### Layout detail, run 1

The bar under the picture is 10 um long. Window x 37 to 77, y 6 to 46 um. Cells in gray, sequential cells in the stronger gray; small squares are vias.
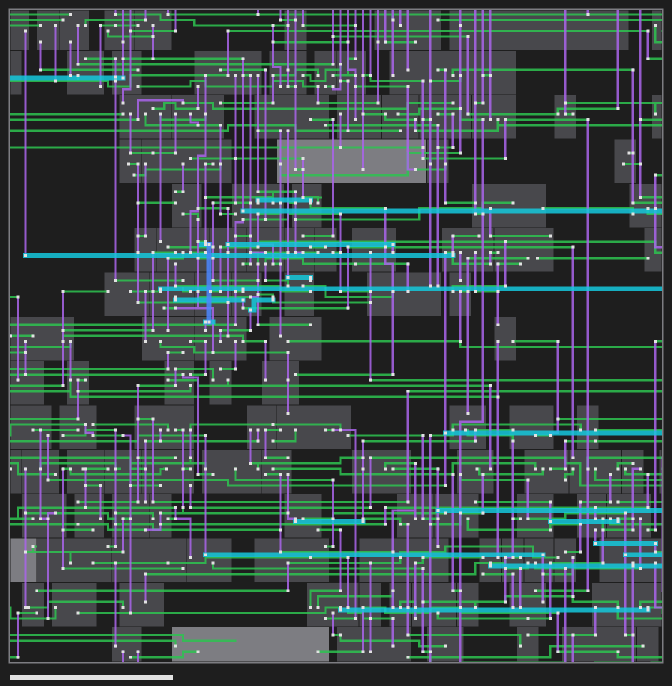
### Routing congestion map, run 1

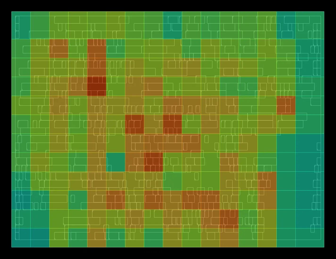
### M2 wires, run 1

The bar under the picture is 20 um long.
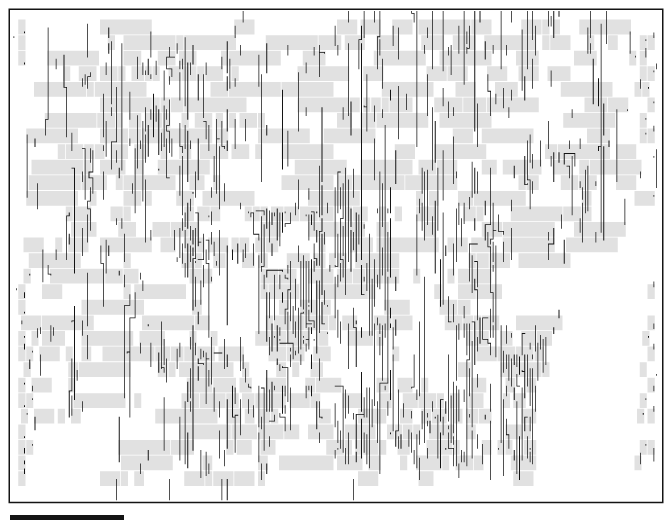
[config.mk]
export PLATFORM = sky130hd
export DESIGN_NAME = morse_tx
export DESIGN_NICKNAME = d
export VERILOG_FILES = /design/src/rtl/morse_pkg.sv /design/src/rtl/morse_lut.sv /design/src/rtl/morse_tx.sv
export SDC_FILE = /design/constraint.sdc
export NUM_CORES = 1
export LEC_CHECK = 0
export CAP_MARGIN = 20
export CORE_ASPECT_RATIO = 0.75
export CORE_UTILIZATION = 45
export DETAILED_ROUTE_END_ITERATION = 8
export HOLD_SLACK_MARGIN = 0.03
export PLACE_DENSITY_LB_ADDON = 0.05
export SLEW_MARGIN = 20
export SYNTH_ARGS = -nofsm -noshare
export SYNTH_HDL_FRONTEND = slang
export SYNTH_SLANG_ARGS = --single-unit
export TNS_END_PERCENT = 5
[constraint.sdc]
create_clock -name clk -period 3.9 [get_ports clk]
set_input_delay 0.78 -clock clk [delete_from_list [all_inputs] [get_ports clk]]
set_output_delay 0.78 -clock clk [all_outputs]
set_load 0.01 [all_outputs]
[src/rtl/morse_pkg.sv]
// morse_pkg: shared state encoding, segment glyphs and ASCII helpers for morse_tx.
`default_nettype none

package morse_pkg;

  typedef enum logic [2:0] {
    S_IDLE     = 3'd0,
    S_LOAD     = 3'd1,
    S_MARK     = 3'd2,
    S_ELEM_GAP = 3'd3,
    S_CHAR_GAP = 3'd4,
    S_WORD_GAP = 3'd5
  } state_t;

  localparam logic [7:0] SEG_DOT     = 8'h80;
  localparam logic [7:0] SEG_DASH    = 8'h08;
  localparam logic [7:0] ASCII_SPACE = 8'h20;
  localparam logic [7:0] CASE_FOLD   = 8'h20;

  function automatic logic [7:0] fold_case(input logic [7:0] c);
    if (c >= 8'h61 && c <= 8'h7A) return c - CASE_FOLD;
    return c;
  endfunction

endpackage

`default_nettype wire

[src/rtl/morse_lut.sv]
// morse_lut: ITU code lookup for A-Z and 0-9; pattern is LSB-first, 1 = dash, len 0 = unsupported.
`default_nettype none

module morse_lut #(
  parameter int MAX_ELEM = 5
) (
  input  logic [7:0]                     char,
  output logic [$clog2(MAX_ELEM+1)-1:0]  len,
  output logic [MAX_ELEM-1:0]            pat
);

  localparam int LW = $clog2(MAX_ELEM + 1);
  localparam int PW = (MAX_ELEM > 5) ? MAX_ELEM : 5;

  logic [7:0]    raw;
  logic [PW-1:0] wide_pat;
  logic          fits;

  always_comb begin
    raw = 8'h00;
    case (char)
      "A": raw = {3'd2, 5'b00010};
      "B": raw = {3'd4, 5'b00001};
      "C": raw = {3'd4, 5'b00101};
      "D": raw = {3'd3, 5'b00001};
      "E": raw = {3'd1, 5'b00000};
      "F": raw = {3'd4, 5'b00100};
      "G": raw = {3'd3, 5'b00011};
      "H": raw = {3'd4, 5'b00000};
      "I": raw = {3'd2, 5'b00000};
      "J": raw = {3'd4, 5'b01110};
      "K": raw = {3'd3, 5'b00101};
      "L": raw = {3'd4, 5'b00010};
      "M": raw = {3'd2, 5'b00011};
      "N": raw = {3'd2, 5'b00001};
      "O": raw = {3'd3, 5'b00111};
      "P": raw = {3'd4, 5'b00110};
      "Q": raw = {3'd4, 5'b01011};
      "R": raw = {3'd3, 5'b00010};
      "S": raw = {3'd3, 5'b00000};
      "T": raw = {3'd1, 5'b00001};
      "U": raw = {3'd3, 5'b00100};
      "V": raw = {3'd4, 5'b01000};
      "W": raw = {3'd3, 5'b00110};
      "X": raw = {3'd4, 5'b01001};
      "Y": raw = {3'd4, 5'b01101};
      "Z": raw = {3'd4, 5'b00011};
      "0": raw = {3'd5, 5'b11111};
      "1": raw = {3'd5, 5'b11110};
      "2": raw = {3'd5, 5'b11100};
      "3": raw = {3'd5, 5'b11000};
      "4": raw = {3'd5, 5'b10000};
      "5": raw = {3'd5, 5'b00000};
      "6": raw = {3'd5, 5'b00001};
      "7": raw = {3'd5, 5'b00011};
      "8": raw = {3'd5, 5'b00111};
      "9": raw = {3'd5, 5'b01111};
      default: raw = 8'h00;
    endcase
  end

  // Codes longer than the configured pattern width are reported as unsupported.
  assign fits     = int'(raw[7:5]) <= MAX_ELEM;
  assign wide_pat = PW'(raw[4:0]);
  assign len      = fits ? LW'(raw[7:5]) : '0;
  assign pat      = fits ? wide_pat[MAX_ELEM-1:0] : '0;

endmodule

`default_nettype wire

[src/rtl/morse_tx.sv]
// morse_tx: handshake-fed ITU Morse keyer driving key/beep, a segment history and done/bad_char pulses.
`default_nettype none

module morse_tx
  import morse_pkg::*;
#(
  parameter int UNIT_CYC       = 50000,
  parameter int DASH_UNITS     = 3,
  parameter int CHAR_GAP_UNITS = 3,
  parameter int WORD_GAP_UNITS = 7,
  parameter int MAX_ELEM       = 5,
  parameter int DISP_SLOTS     = 8,
  parameter int TONE_DIV       = 16
) (
  input  logic                    clk,
  input  logic                    rst,
  input  logic [7:0]              char_in,
  input  logic                    char_valid,
  output logic                    char_ready,
  output logic                    key,
  output logic                    beep,
  output logic [8*DISP_SLOTS-1:0] disp_val,
  output logic                    busy,
  output logic                    done,
  output logic                    bad_char
);

  localparam int LW   = $clog2(MAX_ELEM + 1);
  localparam int IW   = (MAX_ELEM > 1) ? $clog2(MAX_ELEM) : 1;
  localparam int CW   = $clog2(UNIT_CYC);
  localparam int TW   = (TONE_DIV > 1) ? $clog2(TONE_DIV) : 1;
  localparam int MU1  = (DASH_UNITS > CHAR_GAP_UNITS) ? DASH_UNITS : CHAR_GAP_UNITS;
  localparam int MAXU = (MU1 > WORD_GAP_UNITS) ? MU1 : WORD_GAP_UNITS;
  localparam int UW   = $clog2(MAXU + 1);

  state_t          state;
  logic [7:0]      char_q;
  logic [7:0]      folded;
  logic [LW-1:0]   len;
  logic [MAX_ELEM-1:0] pat;
  logic [CW-1:0]   cyc;
  logic [UW-1:0]   units;
  logic [UW-1:0]   target;
  logic [IW-1:0]   idx;
  logic [IW-1:0]   nxt_idx;
  logic [TW-1:0]   tone;
  logic            cyc_last, cyc_prelast, unit_last, state_last, last_elem;

  assign folded = fold_case(char_q);

  morse_lut #(.MAX_ELEM(MAX_ELEM)) u_lut (
    .char (folded),
    .len  (len),
    .pat  (pat)
  );

  always_comb begin
    target = UW'(1);
    case (state)
      S_MARK:     target = pat[idx] ? UW'(DASH_UNITS) : UW'(1);
      S_CHAR_GAP: target = UW'(CHAR_GAP_UNITS);
      S_WORD_GAP: target = UW'(WORD_GAP_UNITS);
      default:    target = UW'(1);
    endcase
  end

  assign nxt_idx     = idx + IW'(1);
  assign cyc_last    = (cyc == CW'(UNIT_CYC - 1));
  assign cyc_prelast = (cyc == CW'(UNIT_CYC - 2));
  assign unit_last   = (units == target - UW'(1));
  assign state_last  = cyc_last && unit_last;
  assign last_elem   = (int'(idx) == int'(len) - 1);

  always_ff @(posedge clk or negedge rst) begin
    if (!rst) begin
      state      <= S_IDLE;
      char_q     <= 8'h00;
      cyc        <= '0;
      units      <= '0;
      idx        <= '0;
      tone       <= '0;
      key        <= 1'b0;
      beep       <= 1'b0;
      disp_val   <= '0;
      busy       <= 1'b0;
      done       <= 1'b0;
      bad_char   <= 1'b0;
      char_ready <= 1'b1;
    end else begin
      done     <= 1'b0;
      bad_char <= 1'b0;
      beep     <= 1'b0;
      tone     <= '0;
      if (cyc_last) begin
        cyc   <= '0;
        units <= units + UW'(1);
      end else begin
        cyc <= cyc + CW'(1);
      end

      case (state)
        S_IDLE: begin
          cyc   <= '0;
          units <= '0;
          if (char_valid) begin
            char_q     <= char_in;
            state      <= S_LOAD;
            char_ready <= 1'b0;
            busy       <= 1'b1;
          end
        end
        S_LOAD: begin
          cyc   <= '0;
          units <= '0;
          idx   <= '0;
          if (char_q == ASCII_SPACE) begin
            state <= S_WORD_GAP;
          end else if (len == '0) begin
            bad_char   <= 1'b1;
            state      <= S_IDLE;
            char_ready <= 1'b1;
            busy       <= 1'b0;
          end else begin
            state    <= S_MARK;
            key      <= 1'b1;
            disp_val <= {disp_val[8*DISP_SLOTS-9:0], pat[0] ? SEG_DASH : SEG_DOT};
          end
        end
        S_MARK: begin
          if (state_last) begin
            key   <= 1'b0;
            cyc   <= '0;
            units <= '0;
            state <= last_elem ? S_CHAR_GAP : S_ELEM_GAP;
          end else if (tone == TW'(TONE_DIV - 1)) begin
            beep <= ~beep;
          end else begin
            beep <= beep;
            tone <= tone + TW'(1);
          end
        end
        S_ELEM_GAP: begin
          if (state_last) begin
            idx      <= nxt_idx;
            key      <= 1'b1;
            cyc      <= '0;
            units    <= '0;
            state    <= S_MARK;
            disp_val <= {disp_val[8*DISP_SLOTS-9:0], pat[nxt_idx] ? SEG_DASH : SEG_DOT};
          end
        end
        S_CHAR_GAP, S_WORD_GAP: begin
          // Registered pulse: raised one cycle early so it lands on the final gap cycle.
          if (cyc_prelast && unit_last) done <= 1'b1;
          if (state_last) begin
            state      <= S_IDLE;
            char_ready <= 1'b1;
            busy       <= 1'b0;
          end
        end
        default: state <= S_IDLE;
      endcase
    end
  end

endmodule

`default_nettype wire

==> Slide: Implementation Results, run 1 <==
Synthesis and Place & Route Summary

Critical path
  • CP delay by family, top: AND-OR/OR-AND gates
  • Worst r2r dst: state[1]$_DFFE_PN0P_
  • Reg2reg path depth: 15
  • Critical path class: flip-flop to flip-flop
  • Worst endpoint required time: between 4 and 5 ns
  • Cell chain of the critical path: inv_1, ha_1, and2_1, a221oi_1, o211ai_2, or2_1, o21ai_0, ha_1, xnor2_1, nand2b_1, inv_1, a221oi_2, a22o_1, nor2_1, a2111oi_2
  • CP startpoint kind: flip-flop
  • Crit path to: state[1]$_DFFE_PN0P_
  • Critical path's slowest cell: dfrtp_1
  • Critical Path Source: char_q[1]$_DFFE_PN0P_
  • Largest stage delay, worst path: 0.41 ns

Hold path
  • Hold path start: tone[0]$_DFF_PN0_
  • Hold Crit Class: flip-flop to flip-flop

Floorplanning
  • Top Ports: ~81
  • Core area: 9084 um2
  • Fp util: 0.4653
  • Tap Count: between 100 and 150
  • Die Area: a little under 10000 um2

Timing
  • Relative slew margins: 0.2965
  • Fin. max-slew vios: 0
  • Tmin final: ~3.6 ns
  • Final period utilization: 0.9323
  • Final Hold Violating Endpoints: 0
  • Clock skew: approximately 0.0049 ns
  • Setup TNS: 0 ns

Power
  • Clk pwr share: 0.278
  • P_leak: roughly 2.2 nW
  • Combinational power: between 1.5 and 2 mW
  • Final total power: approximately 3.6 mW
  • Flop pwr share: 0.264
  • Combinational Power Share: 0.459
  • Peak supply drop: 0.0003673 V
  • Pwr per Cell Area: 733.5 nW/um2
  • Pwr top: combinational cells
  • Seq pwr: about 0.94 mW

Yosys
  • Cell Type Count: 77
  • Xor/xnor share: 0.04352
  • Yosys chip area: between 4000 and 5000 um2
  • Main logic family: simple AND/OR/NAND/NOR gates
  • Commonest cells post-synth: dfrtp_1, buf_4, nor2_1
  • Share of flip-flops with an asynchronous set or reset: 1.000
  • Post-synth top area share: 0.3434
  • Number of enable flip-flop cells: 0
  • Top area cell types: dfrtp_1, buf_4, ha_1
  • Cell type with the largest total area: dfrtp_1
  • Dominant flop cell: dfrtp_1
  • Syn Inst Count: about 460
  • Yosys warnings: 0
  • Post-Syn Area per Cell: between 9 and 10 um2
  • Synth Area in Compound Gates: 0.1684
  • Yosys simple share: 0.2075

Placed design
  • Placement-stage cell area: about 4500 um2
  • Placed cells: 610
  • Buffers on Ports: 32
  • DP HPWL: between 6000 and 7000 um
  • Pre-CTS worst setup slack: 0.2141 ns

Drt
  • Iteration tally of the first detailed-router pass: 5
  • Initial DRC Count: between 200 and 300
  • Vias/cell: 5.312
  • DRC: 0
  • Met1 Wirelength: about 4800 um
  • Remaining antenna violation count: 0
  • Met2 wire length: roughly 3500 um
  • Top sig layer: met4

Run status
  • Status: completed

Layout
  • Inverters, non-clock: 15
  • Synth-to-layout area growth: 15.48%
  • # clk buffers: 12
  • Layout cells sized above 1: 0.1265
  • Finished Layout Cells: about 630
  • Top logic cells by instance count in the layout: dfrtp_1, conb_1, nor2_1
  • Final Util: 0.5373
  • Logic area: 2396 um2
  • Post-Layout Inst Area: 4881 um2
  • Flop area: approximately 1500 um2
  • Plain + repair buffers: around 45
  • Logic share of the area: 0.4909
  • Final layout net count: 519
  • NonClk Buf Share: 0.08459

Clock tree
  • H-tree levels: 3
  • Sink Count: 59
  • Post-CTS setup repair buffer count: 0
  • Clk root buf: clkbuf_16
  • Latency at later pin: roughly 0.32 ns

Job
  • Max cap viols: 0

Global routing
  • Largest net degree at the start of global routing: 32
  • GRT Residual Overflow: 0
  • First-pass GRT wire length: ~15000 um
Notes on 'Layout detail' above:
[blue] metal 4
[cyan] metal 3
[green] metal 1
[purple] metal 2
netlist names of flops here include: char_q (1), state (1)
most frequent: nor2_1 (14)
sequential cells in the window: 2
cells with their middle in the window: 113

Notes on 'Routing congestion map' above:
GRT Util Overall: 0.1946
met1 Resource Use GR: 0.3134
GRT busiest layer: met1
met3 Track Usage GR: 0.04735
routed len/inst: 14.38 um

Notes on 'M2 wires' above:
nets with wire on the layer: 414
wire length on this layer: 3520 um
main direction: vertical
met2 Usage GRT: 0.2500
Post-Route WL: 9003 um

## run 1: state kept, by name, indices dropped and copies added (netlist names), 3 cells and up
signal,flops
char_q,8
tone,4
cyc,16
idx,3
disp_val,16
state,3
units,3
## run 1: worst register-to-register path, cell delays in order (launching register included)
cell and delay, ns:
dfrtp_1 0.41, inv_1 0.14, ha_1 0.25, and2_1 0.17, a221oi_1 0.29, o211ai_2 0.18
or2_1 0.26, o21ai_0 0.20, ha_1 0.28, xnor2_1 0.17, nand2b_1 0.18, inv_1 0.07
a221oi_2 0.29, a22o_1 0.19, nor2_1 0.06, a2111oi_2 0.38
## run 1: what timing repair did
action                                 in CTS  in global routing
endpoints found under the hold margin       0                  0
resized                                     0                  8
hold buffers                                0                  0
setup endpoints to repair                   0                  2
### M1 wires, run 1

The bar under the picture is 20 um long. Supply wires on this layer in gray.
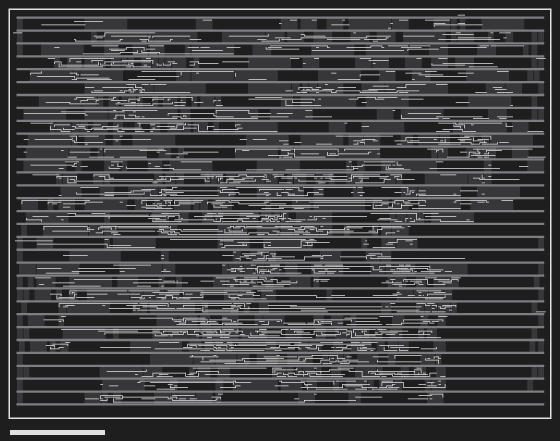

==> inputs of run 2 (changes only) <==
--- a/config.mk
+++ b/config.mk
@@ -14,5 +14,6 @@
 export SLEW_MARGIN = 20
 export SYNTH_ARGS = -nofsm -noshare
 export SYNTH_HDL_FRONTEND = slang
+export SYNTH_HIERARCHICAL = 1
 export SYNTH_SLANG_ARGS = --single-unit
 export TNS_END_PERCENT = 5
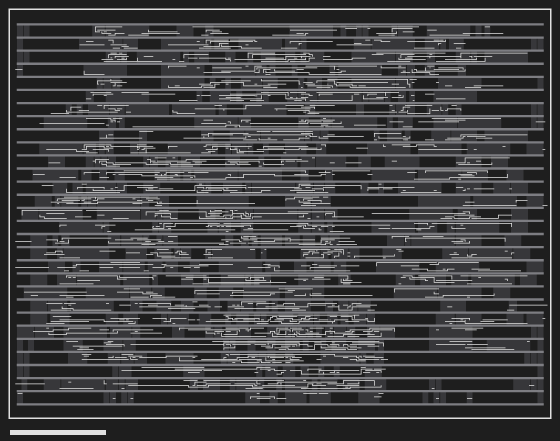
*M1 wires, run 2*
The bar under the picture is 20 um long. Supply wires on this layer in gray.
main direction: horizontal
wire length on this layer: 4370 um
nets with wire on the layer: 432

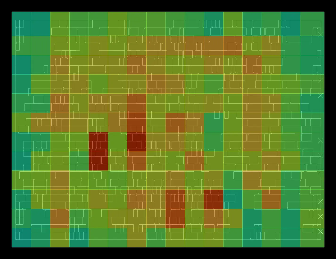
*Routing congestion map, run 2*
GRT Util Overall: 0.1905
met1 Resource Use GR: 0.2789
met2 Usage GRT: 0.2750

==> Slide: Implementation Results, run 2 <==
Synthesis and Place & Route Summary

Run status
  • Status: finished with violations
  • Failing checks: design-rule violations, negative setup slack

Clock tree
  • Sink Count: around 60
  • Post-CTS setup repair buffer count: 3
  • Post-CTS Hold Buffers: 0
  • Cells resized by post-CTS repair: 4
  • Clk root buf: clkbuf_16
  • H-tree levels: 3

Timing
  • Post-route setup slack: -0.1272 ns
  • Setup TNS: -1.675 ns
  • Clock skew: ~0.0052 ns
  • Relative slew margins: 0.4274
  • Final setup vio count: 18
  • Final period utilization: 1.033

Global routing
  • Largest net degree at the start of global routing: 37
  • Met3 Track Usage GR: 0.04043
  • First-pass GRT wire length: approximately 14000 um

Drt
  • Met1 Wirelength: 4370 um
  • Met2 wire length: roughly 3500 um
  • DRC: 9
  • Top sig layer: met4
  • Iteration tally of the first detailed-router pass: 8
  • Initial DRC Count: ~140
  • Post-Route WL: approximately 8400 um
  • Vias/cell: approximately 5

Power
  • Final total power: between 3 and 4 mW
  • Combinational power: 1.46 mW
  • Combinational Power Share: 0.462
  • Flop pwr share: 0.266
  • P_leak: between 2 and 2.5 nW
  • Peak supply drop: about 0.00034 V
  • Seq pwr: approximately 0.84 mW
  • Pwr top: combinational cells
  • Clk pwr share: 0.272

Yosys
  • Yosys warnings: 6
  • Xor/xnor share: 0.05134
  • Synth Area in Compound Gates: 0.1219
  • Yosys chip area: 4094 um2
  • Share of flip-flops with an asynchronous set or reset: 1.000
  • Commonest cells post-synth: dfrtp_1, buf_4, nor2_1
  • Cell type with the largest total area: dfrtp_1
  • Dominant flop cell: dfrtp_1
  • Number of enable flip-flop cells: 0
  • Top area cell types: dfrtp_1, buf_4, ha_1
  • Post-Syn Area per Cell: about 9.5 um2
  • Yosys simple share: 0.1889
  • Cell Type Count: 65
  • Syn Inst Count: 433

Critical path
  • Critical path class: flip-flop to flip-flop
  • Critical Path Source: char_q[4]$_DFFE_PN0P_
  • Crit path to: disp_val[59]$_DFFE_PN0P_
  • CP startpoint kind: flip-flop
  • Worst endpoint required time: 4.11 ns

Layout
  • Final Util: 0.5685
  • Layout cells sized above 1: 0.2012
  • Post-Layout Inst Area: 4910 um2
  • NonClk Buf Share: 0.1103
  • Inverters, non-clock: 21
  • Logic share of the area: 0.4781
  • Finished Layout Cells: 600
  • Flop area: approximately 1500 um2
  • Plain + repair buffers: 60
  • Logic area: approximately 2300 um2

Floorplanning
  • Core area: 8636 um2
  • Fp util: 0.4741
  • Die Area: ~9500 um2
  • Top Ports: between 80 and 90

Placed design
  • Placed cells: a little under 600
  • Pre-CTS worst setup slack: -0.1524 ns
  • Buffers on Ports: 32
  • DP HPWL: between 6000 and 7000 um
  • Placement-stage cell area: 4474 um2

Job
  • Max cap viols: 0

Hold path
  • Hold path start: disp_val[59]$_DFFE_PN0P_
[run 2: cell count changes in the layout (fill, tap and decap cells not counted), sizes merged, moves of 5 or more]
cell	before	now
a21oi	11	18
buf	14	29
nor2	45	40
and3	11	2
inv	15	21
nand2b	10	5
mux2	15	23
nand2	34	29
[run 2: worst max-delay path, stage by stage, from the launching register on]
cell	delay, ns
dfrtp_2	0.40
or4_4	0.52
o21ai_2	0.16
nor4_2	0.07
a21oi_2	0.23
nor2b_4	0.23
nand2_1	0.06
o211ai_1	0.31
o31ai_4	0.13
a311oi_2	0.24
mux2i_1	0.11
o21a_1	0.21
or4_4	0.44
nand3_4	0.12
a2bb2oi_4	0.17
buf_12	0.17
mux2_2	0.34
No activity file was given, so power comes from the tool's default toggle rates.
